===== config.mk =====
export PLATFORM = sky130hd
export DESIGN_NAME = mem_instr_sequencer
export DESIGN_NICKNAME = d
export VERILOG_FILES = /design/src/rtl/mem_instr_sequencer.sv
export SDC_FILE = /design/constraint.sdc
export NUM_CORES = 1
export LEC_CHECK = 0
export ABC_AREA = 0
export CORE_MARGIN = 3
export CORE_UTILIZATION = 45
export CTS_CLUSTER_SIZE = 24
export DETAILED_ROUTE_END_ITERATION = 8
export PLACE_DENSITY = 0.85
export SYNTH_ARGS = -nofsm -noshare
export SYNTH_HDL_FRONTEND = slang
export SYNTH_SLANG_ARGS = --single-unit

===== constraint.sdc =====
create_clock -name clock -period 2.74 [get_ports clock]
set_clock_uncertainty 0.05 [all_clocks]
set_input_delay 0.274 -clock clock [delete_from_list [all_inputs] [get_ports clock]]
set_output_delay 0.274 -clock clock [all_outputs]
set_load 0.005 [all_outputs]

===== src/rtl/mem_instr_sequencer.sv =====
// Hardwired Moore control sequencer for ld/ldi/st: fetch T0-T2, execute T3-T7,
// memory-ready handshake with timeout. Optional SINGLE_STEP_EN adds a step_en gate.
module mem_instr_sequencer #(
  parameter int             OPC_W   = 5,
  parameter logic [OPC_W-1:0] LD_OPC  = 5'b00000,
  parameter logic [OPC_W-1:0] LDI_OPC = 5'b00001,
  parameter logic [OPC_W-1:0] ST_OPC  = 5'b00010,
  parameter int             TMO_W   = 4,
  parameter int             TMO_MAX = 15
) (
  input  logic             clock,
  input  logic             clear,
  input  logic             start,
`ifdef SINGLE_STEP_EN
  input  logic             step_en,
`endif
  input  logic [OPC_W-1:0] ir_opcode,
  input  logic             mem_ready,
  output logic             PCout,
  output logic             MARin,
  output logic             IncPC,
  output logic             Zin,
  output logic             PCin,
  output logic             ram_read,
  output logic             ram_write,
  output logic             MDRin,
  output logic             MDRout,
  output logic             IRin,
  output logic             Gra,
  output logic             Grb,
  output logic             Rin,
  output logic             Rout,
  output logic             BAout,
  output logic             Yin,
  output logic             Cout,
  output logic             Zlowout,
  output logic             alu_add,
  output logic             busy,
  output logic             done,
  output logic             err_illegal,
  output logic             err_timeout
);

  typedef enum logic [3:0] {
    S_IDLE, S_T0, S_T1, S_T2, S_T3, S_T4, S_T5, S_T6, S_T7, S_DONE, S_ERR
  } state_t;

  typedef enum logic [1:0] {K_LD, K_LDI, K_ST} kind_t;

  state_t           state, state_nx;
  kind_t            kind, dec_kind;
  logic [TMO_W-1:0] cnt;
  logic             adv, legal, mem_step, tmo_hit;

`ifdef SINGLE_STEP_EN
  assign adv = step_en;
`else
  assign adv = 1'b1;
`endif

  always_comb begin
    legal    = 1'b1;
    dec_kind = K_LD;
    if (ir_opcode == LD_OPC)       dec_kind = K_LD;
    else if (ir_opcode == LDI_OPC) dec_kind = K_LDI;
    else if (ir_opcode == ST_OPC)  dec_kind = K_ST;
    else                           legal    = 1'b0;
  end

  // Timeout fires on the cycle the wait count would reach TMO_MAX with no ready.
  assign mem_step = (state == S_T1) ||
                    (state == S_T6 && kind == K_LD) ||
                    (state == S_T7 && kind == K_ST);
  assign tmo_hit  = mem_step && adv && !mem_ready && (cnt == TMO_W'(TMO_MAX - 1));

  always_comb begin
    state_nx = state;
    case (state)
      S_IDLE: if (start) state_nx = S_T0;
      S_T0:   if (adv) state_nx = S_T1;
      S_T1:   if (adv && mem_ready) state_nx = S_T2;
      S_T2:   if (adv) state_nx = S_T3;
      S_T3:   if (adv) state_nx = legal ? S_T4 : S_ERR;
      S_T4:   if (adv) state_nx = S_T5;
      S_T5:   if (adv) state_nx = (kind == K_LDI) ? S_DONE : S_T6;
      S_T6:   if (adv && (kind == K_ST || mem_ready)) state_nx = S_T7;
      S_T7:   if (adv && (kind == K_LD || mem_ready)) state_nx = S_DONE;
      S_DONE: state_nx = S_IDLE;
      S_ERR:  state_nx = S_ERR;
      default: state_nx = S_IDLE;
    endcase
    if (tmo_hit) state_nx = S_ERR;
  end

  always_ff @(posedge clock or negedge clear) begin
    if (!clear) begin
      state       <= S_IDLE;
      kind        <= K_LD;
      cnt         <= '0;
      err_illegal <= 1'b0;
      err_timeout <= 1'b0;
    end else begin
      state <= state_nx;
      if (state == S_T3 && adv) begin
        if (legal) kind <= dec_kind;
        else       err_illegal <= 1'b1;
      end
      if (tmo_hit) err_timeout <= 1'b1;
      if (!mem_step)                          cnt <= '0;
      else if (adv && !mem_ready && !tmo_hit) cnt <= cnt + TMO_W'(1);
    end
  end

  always_comb begin
    PCout = 1'b0; MARin = 1'b0; IncPC = 1'b0; Zin = 1'b0; PCin = 1'b0;
    ram_read = 1'b0; ram_write = 1'b0; MDRin = 1'b0; MDRout = 1'b0; IRin = 1'b0;
    Gra = 1'b0; Grb = 1'b0; Rin = 1'b0; Rout = 1'b0; BAout = 1'b0; Yin = 1'b0;
    Cout = 1'b0; Zlowout = 1'b0; alu_add = 1'b0;
    busy = (state != S_IDLE);
    done = (state == S_DONE);
    case (state)
      S_T0: begin PCout = 1'b1; MARin = 1'b1; IncPC = 1'b1; Zin = 1'b1; end
      S_T1: begin Zlowout = 1'b1; PCin = 1'b1; ram_read = 1'b1; MDRin = 1'b1; end
      S_T2: begin MDRout = 1'b1; IRin = 1'b1; end
      S_T3: begin Grb = 1'b1; BAout = 1'b1; Yin = 1'b1; end
      S_T4: begin Cout = 1'b1; alu_add = 1'b1; Zin = 1'b1; end
      S_T5: begin
        Zlowout = 1'b1;
        if (kind == K_LDI) begin Gra = 1'b1; Rin = 1'b1; end
        else               MARin = 1'b1;
      end
      S_T6: begin
        MDRin = 1'b1;
        if (kind == K_ST) begin Gra = 1'b1; Rout = 1'b1; end
        else              ram_read = 1'b1;
      end
      S_T7: begin
        if (kind == K_ST) ram_write = 1'b1;
        else begin MDRout = 1'b1; Gra = 1'b1; Rin = 1'b1; end
      end
      default: ;
    endcase
  end

endmodule


Fig. 1: cell outlines without signal wires
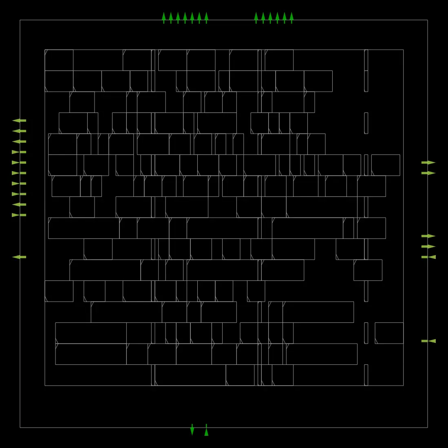
sequential cells: 12
final non-filler cell total: 169
fraction of area in registers: 23.3%

Fig. 2: clock wires, drivers and flops
Scale bar: 20 µm.
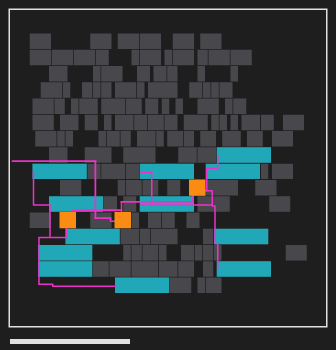
[clock wires] magenta | length: 141 µm
[cells driving clock nets] orange | count: 3
[flip-flops] cyan | count: 12
routed clock nets: 4

Fig. 3: wire density map
11 x 11 tiles, from dark blue (low) to red (high), scaled to the fullest tile. Values are wire area over tile area, all layers added.
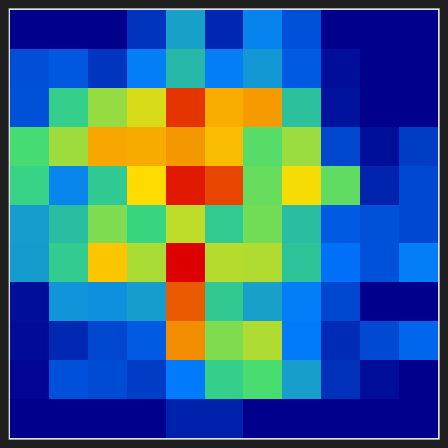
nearly empty tiles: 19%
emptiest ninth of the die: north-east
mean over tiles: 0.13

==> results.py <==
# Physical implementation metrics
metrics = {
    "run_status": {
        "outcome": "completed",
    },
    "finish": {
        "drive_gt1_share_pct": 10.6,
        "largest_cell_class": "combinational gates",
        "stdcell_area_um2": 1290,
        "clkbuf_count": 3,
        "flop_area_um2": 300,
        "reg.largest.list": "cnt x4, state x4, kind x2",
        "clkCellAreaFrac_pct": 1.75,
    },
    "yosys": {
        "flop_cell": "dfrtp_1",
        "yosysTopAreaCell": "dfrtp_1",
        "ys_ff": 12,
    },
    "worst_setup_path": {
        "r2r-end": "state[0]",
        "arrival_ns": 2.16,
        "worstSetupEndpointType": "output port",
        "crit_family": "flip-flops",
    },
    "die": {
        "ios": 32,
        "taps": 27,
        "die_area_um2": 2790,
        "num_rows": 16,
    },
    "detailed_routing": {
        "met3_length_um": 145,
    },
    "sta": {
        "maxSlewViolCount": 0,
    },
    "global_route": {
        "grt_use_met3_pct": 5.13,
        "antenna_found_initial": 0,
    },
    "clocking": {
        "postCtsHoldBufs": 0,
        "cts_root_buffer": "clkbuf_4",
    },
    "pwr": {
        "clkPwrFrac_pct": 8.3,
        "comb_power_mw": 0.755,
    },
    "placed_design": {
        "port_buffers": 31,
    },
}
-- kinds of logic after synthesis --
group | Yosys count | share of synthesized area [%]
flip-flops | 12 | 30.5
AND-OR/OR-AND | 28 | 21.3
XOR/XNOR | 1 | 0.888
buffers and inverters | 15 | 8.37
multiplexers | 3 | 4.19
AND/OR/NAND/NOR | 58 | 32.2
adder cells (fa/ha/maj) | 2 | 2.54
-- worst max-delay path by stage --
stage                 start        to  slack [ns]  cells after the start
3_5_place_dp   ir_opcode[1]  state[3]        0.47                      5
3_3_place_gp   ir_opcode[1]  state[3]        0.55                      5
2_1_floorplan      state[2]  state[0]        0.81                      6
5_1_grt            state[3]       Gra        0.06                      5
4_1_cts            state[3]       Gra        0.25                      5
6_report           state[3]       Gra        0.26                      5
Power is estimated from default activity; no workload was simulated.
